$ cat config.mk
export PLATFORM = sky130hd
export DESIGN_NAME = sm3_compress
export DESIGN_NICKNAME = d
export VERILOG_FILES = /design/src/rtl/sm3_pkg.sv /design/src/rtl/sm3_round.sv /design/src/rtl/sm3_compress.sv
export SDC_FILE = /design/constraint.sdc
export NUM_CORES = 2
export LEC_CHECK = 0
export CORE_MARGIN = 5
export CORE_UTILIZATION = 55
export CTS_CLUSTER_SIZE = 28
export DETAILED_ROUTE_END_ITERATION = 10
export PLACE_DENSITY_LB_ADDON = 0.3
export SYNTH_ARGS = -nofsm -noshare
export SYNTH_HDL_FRONTEND = slang
export SYNTH_HIERARCHICAL = 1
export SYNTH_SLANG_ARGS = --single-unit
$ cat constraint.sdc
create_clock -name clk -period 9.5 [get_ports clk]
set_input_delay 1.9 -clock clk [delete_from_list [all_inputs] [get_ports clk]]
set_output_delay 1.9 -clock clk [all_outputs]
set_load 0.01 [all_outputs]
$ cat src/rtl/sm3_pkg.sv
// sm3_pkg: shared SM3 constants, FSM encodings and word helpers
// Contents: word_t, WORD_WIDTH, ROUNDS, T_LOW/T_HIGH, SM3_IV[0:7], SM3_IV_VEC,
//           ST_IDLE/ST_ROUND/ST_FINAL, rotl32(x, n), p0(x)
package sm3_pkg;
   localparam int WORD_WIDTH = 32;
   localparam int ROUNDS     = 64;
   typedef logic [WORD_WIDTH-1:0] word_t;
   localparam word_t T_LOW  = 32'h79CC4519;
   localparam word_t T_HIGH = 32'h7A879D8A;
   localparam word_t SM3_IV [0:7] = '{
      32'h7380166F, 32'h4914B2B9, 32'h172442D7, 32'hDA8A0600,
      32'hA96F30BC, 32'h163138AA, 32'hE38DEE4D, 32'hB0FB0E4E
   };
   localparam logic [255:0] SM3_IV_VEC = {SM3_IV[0], SM3_IV[1], SM3_IV[2], SM3_IV[3],
                                          SM3_IV[4], SM3_IV[5], SM3_IV[6], SM3_IV[7]};
   localparam logic [1:0] ST_IDLE  = 2'd0;
   localparam logic [1:0] ST_ROUND = 2'd1;
   localparam logic [1:0] ST_FINAL = 2'd2;
   // rotate via a doubled word so n = 0 needs no special case
   function automatic word_t rotl32(input word_t x, input logic [4:0] n);
      logic [63:0] t;
      t = {x, x} << n;
      return t[63:32];
   endfunction
   function automatic word_t p0(input word_t x);
      return x ^ rotl32(x, 5'd9) ^ rotl32(x, 5'd17);
   endfunction
endpackage

$ cat src/rtl/sm3_round.sv
// sm3_round: one combinational SM3 compression round
// Ports: st_in  - A..H before the round ([255:224] = A ... [31:0] = H)
//        w      - W_j
//        w_p    - W'_j
//        j      - round index 0..63
//        st_out - A..H after the round
module sm3_round import sm3_pkg::*; (
   input  logic [255:0] st_in,
   input  logic [31:0]  w,
   input  logic [31:0]  w_p,
   input  logic [5:0]   j,
   output logic [255:0] st_out
);
   word_t a, b, c, d, e, f, g, h, a12, tj, ss1, ss2, ff, gg, tt1, tt2;
   logic hi;
   always_comb begin
      {a, b, c, d, e, f, g, h} = st_in;
      hi     = j[5] | j[4];
      // T_j <<< (j mod 32): the rotate amount is simply the low five bits of j
      tj     = rotl32(hi ? T_HIGH : T_LOW, j[4:0]);
      a12    = rotl32(a, 5'd12);
      ss1    = rotl32(a12 + e + tj, 5'd7);
      ss2    = ss1 ^ a12;
      ff     = hi ? ((a & b) | (a & c) | (b & c)) : (a ^ b ^ c);
      gg     = hi ? ((e & f) | (~e & g)) : (e ^ f ^ g);
      tt1    = ff + d + ss2 + w_p;
      tt2    = gg + h + ss1 + w;
      st_out = {tt1, a, rotl32(b, 5'd9), c, p0(tt2), e, rotl32(f, 5'd19), g};
   end
endmodule

$ cat src/rtl/sm3_compress.sv
// sm3_compress: SM3 compression, one round per accepted {W_j, W'_j} pair, block chaining
// Ports: clk, rst_n (async, active-low)
//        w_valid/w_data/w_first - expanded word pairs, w_data = {W_j, W'_j}, no backpressure
//        msg_new/msg_last       - sampled with the w_first pair: reload IV / final block flag
//        busy                   - a block is in progress (round counter != 0 or FINAL)
//        digest                 - chaining value V as of the last update
//        digest_valid/final     - one-cycle pulse on chaining update / block was last of message
//        proto_err              - one-cycle pulse on protocol violation
module sm3_compress import sm3_pkg::*; (
   input  logic         clk,
   input  logic         rst_n,
   input  logic         w_valid,
   input  logic [63:0]  w_data,
   input  logic         w_first,
   input  logic         msg_new,
   input  logic         msg_last,
   output logic         busy,
   output logic [255:0] digest,
   output logic         digest_valid,
   output logic         digest_final,
   output logic         proto_err
);
   logic [1:0]   state;
   logic [5:0]   j, rnd_j;
   logic [255:0] st, v, rnd_in, rnd_out;
   logic         last_r, start;

   // a w_first pair starts round 0 from IDLE, or abandons a block in progress
   assign start  = w_valid & w_first & (state != ST_FINAL);
   assign rnd_j  = start ? 6'd0 : j;
   assign rnd_in = !start ? st : (msg_new ? SM3_IV_VEC : v);
   assign busy   = (j != 6'd0) | (state == ST_FINAL);

   sm3_round u_round (
      .st_in  (rnd_in),
      .w      (w_data[63:32]),
      .w_p    (w_data[31:0]),
      .j      (rnd_j),
      .st_out (rnd_out)
   );

   always_ff @(posedge clk or negedge rst_n)
      if (!rst_n) begin
         state        <= ST_IDLE;
         j            <= 6'd0;
         st           <= '0;
         v            <= SM3_IV_VEC;
         last_r       <= 1'b0;
         digest       <= '0;
         digest_valid <= 1'b0;
         digest_final <= 1'b0;
         proto_err    <= 1'b0;
      end else begin
         digest_valid <= 1'b0;
         digest_final <= 1'b0;
         proto_err    <= 1'b0;
         if (state == ST_FINAL) begin
            v            <= st ^ v;
            digest       <= st ^ v;
            digest_valid <= 1'b1;
            digest_final <= last_r;
            proto_err    <= w_valid;
            state        <= ST_IDLE;
         end else if (start) begin
            st        <= rnd_out;
            j         <= 6'd1;
            last_r    <= msg_last;
            state     <= ST_ROUND;
            proto_err <= (state == ST_ROUND);
            if (msg_new) begin
               v      <= SM3_IV_VEC;
               digest <= SM3_IV_VEC;
            end
         end else if (w_valid) begin
            if (state == ST_ROUND) begin
               st <= rnd_out;
               j  <= j + 6'd1;
               if (j == 6'(ROUNDS - 1)) begin
                  state <= ST_FINAL;
                  j     <= 6'd0;
               end
            end else
               proto_err <= 1'b1;
         end
      end
endmodule

Signal wires on met1:
Scale bar: 100 um.
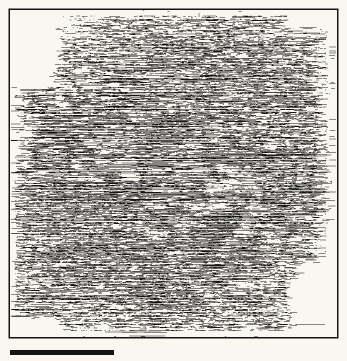
main direction	horizontal
longest straight run	127 um
wire length on this layer	74.4 mm

==> metrics.yaml <==
logic_synthesis:
  ys_sh_simple_pct: 14.99
  ys_seq_share_pct: 38.33
  area_leaders: "dfrtp_1 32%, o21ai_0 8.5%, nand2_1 8.3%, fa_1 7.3%, xnor2_1 6.6%"
  synthMuxAreaShare_pct: 6.800
  syn_avg_cell_area_sq_um: 8.832
  ys_ff: 780
  ys_cells: 5810
  synth-xor-area-share_pct: 7.634
  ff_type: "dfrtp_1"
  syn_area_sq_um: 51320
  yosysChipArea_sq_um: 51320
  synth.cellmix.compoundShare_pct: 14.77
  syn_inst: 5810
setup_path:
  worst_r2r_endpoint: "st[125]$_DFFE_PN0P_"
  cp_slowest_stage_delay_ps: 420
  path_max_fanout: 17
  worstSetupPathType: "in -> reg"
  critPathLaunch: "w_valid"
  cp_slowest_cell: "fa_1"
  r2r_start: "state[0]$_DFFE_PN0P_"
  cpMostUsedCell: "buf_4"
  worstSetupStartpointType: "input port"
global_routing:
  top_usage_layer: "met2"
  gr-usage-met2_pct: 50.86
  grt_max_degree: 192
  antenna_found_initial: 10
  grt_overflow: 0
  grt_usage_pct: 35.54
  use_met3_pct: 10.92
  grt_first_pass_wirelength_um: 268400
final_layout:
  seq_area_sq_um: 19670
  postLayoutCoreUtil_pct: 66.32
  layout-drive-gt1-share_pct: 19.18
  clk_share_pct: 4.979
  clkbuf_count: 126
  lay_top_count: "nand2_1"
  area_growth_pct: 20.07
  seq_share_pct: 31.92
  combGateArea_sq_um: 28310
  n_all_buffers: 884
  multi_input_comb_cells: 4244
  inverters: 281
  comb_share_pct: 45.94
sta:
  tightest_slew_ps: 1237
  clock_skew_ps: 34.75
  drv_slew: 0
  hold_violations: 0
  fin_tns_setup_ps: 0
  max_freq_mhz: 108.7
  finalCriticalPeriod_ps: 9199
  layout_setup_ws_ps: 301.0
placed_design:
  portBuffers: 329
  dp.cells: 7434
  place_congestion: 1.002
  place_hpwl_um: 131900
clock_tree:
  h-tree-depth: 3
  ctsResizeCount: 16
  post_cts_buffers: 4
  cts-buffers-inserted: 88
  cts_tree: "done"
  insertion_delay_ps: 690
  cts.path.max_buffers: 3
routing:
  dr.first_iter.drc_count: 5787
  vias: 44650
  wl_per_cell_um: 23.67
  wl_met2_um: 76170
  vias_per_cell: 5.865
  drc: 0
worst_hold_path:
  worstHoldStart: "digest[116]$_DFFE_PN0P_"
  holdCritPathClass: "reg -> reg"
  holdPathStages: 2
die:
  core-area_sq_um: 92910
  die_y_um: 315.5
  die_w_um: 315.5
  fp-row-count: 112
status:
  run_status: "completed"
Metal 2:
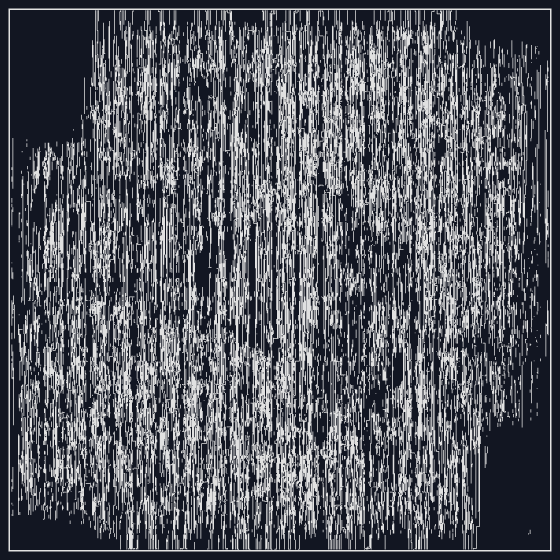
share of all routed wire	42%
wire length on this layer	76.2 mm
nets with wire on the layer	5445

flip-flops by register name, indices dropped and copies added, names as in the netlist:
register      flops
digest          256
digest_final      1
digest_valid      1
j                 6
last_r            1
proto_err         1
st              256
state             2
v               256
critical path, delay by kind of cell:
kind,cells,cell delay (ps)
multiplexers,1,270
AND/OR/NAND/NOR,8,1070
buffers and inverters,10,1650
XOR/XNOR,3,600
AND-OR/OR-AND,12,2400
adder cells (fa/ha/maj),5,1860
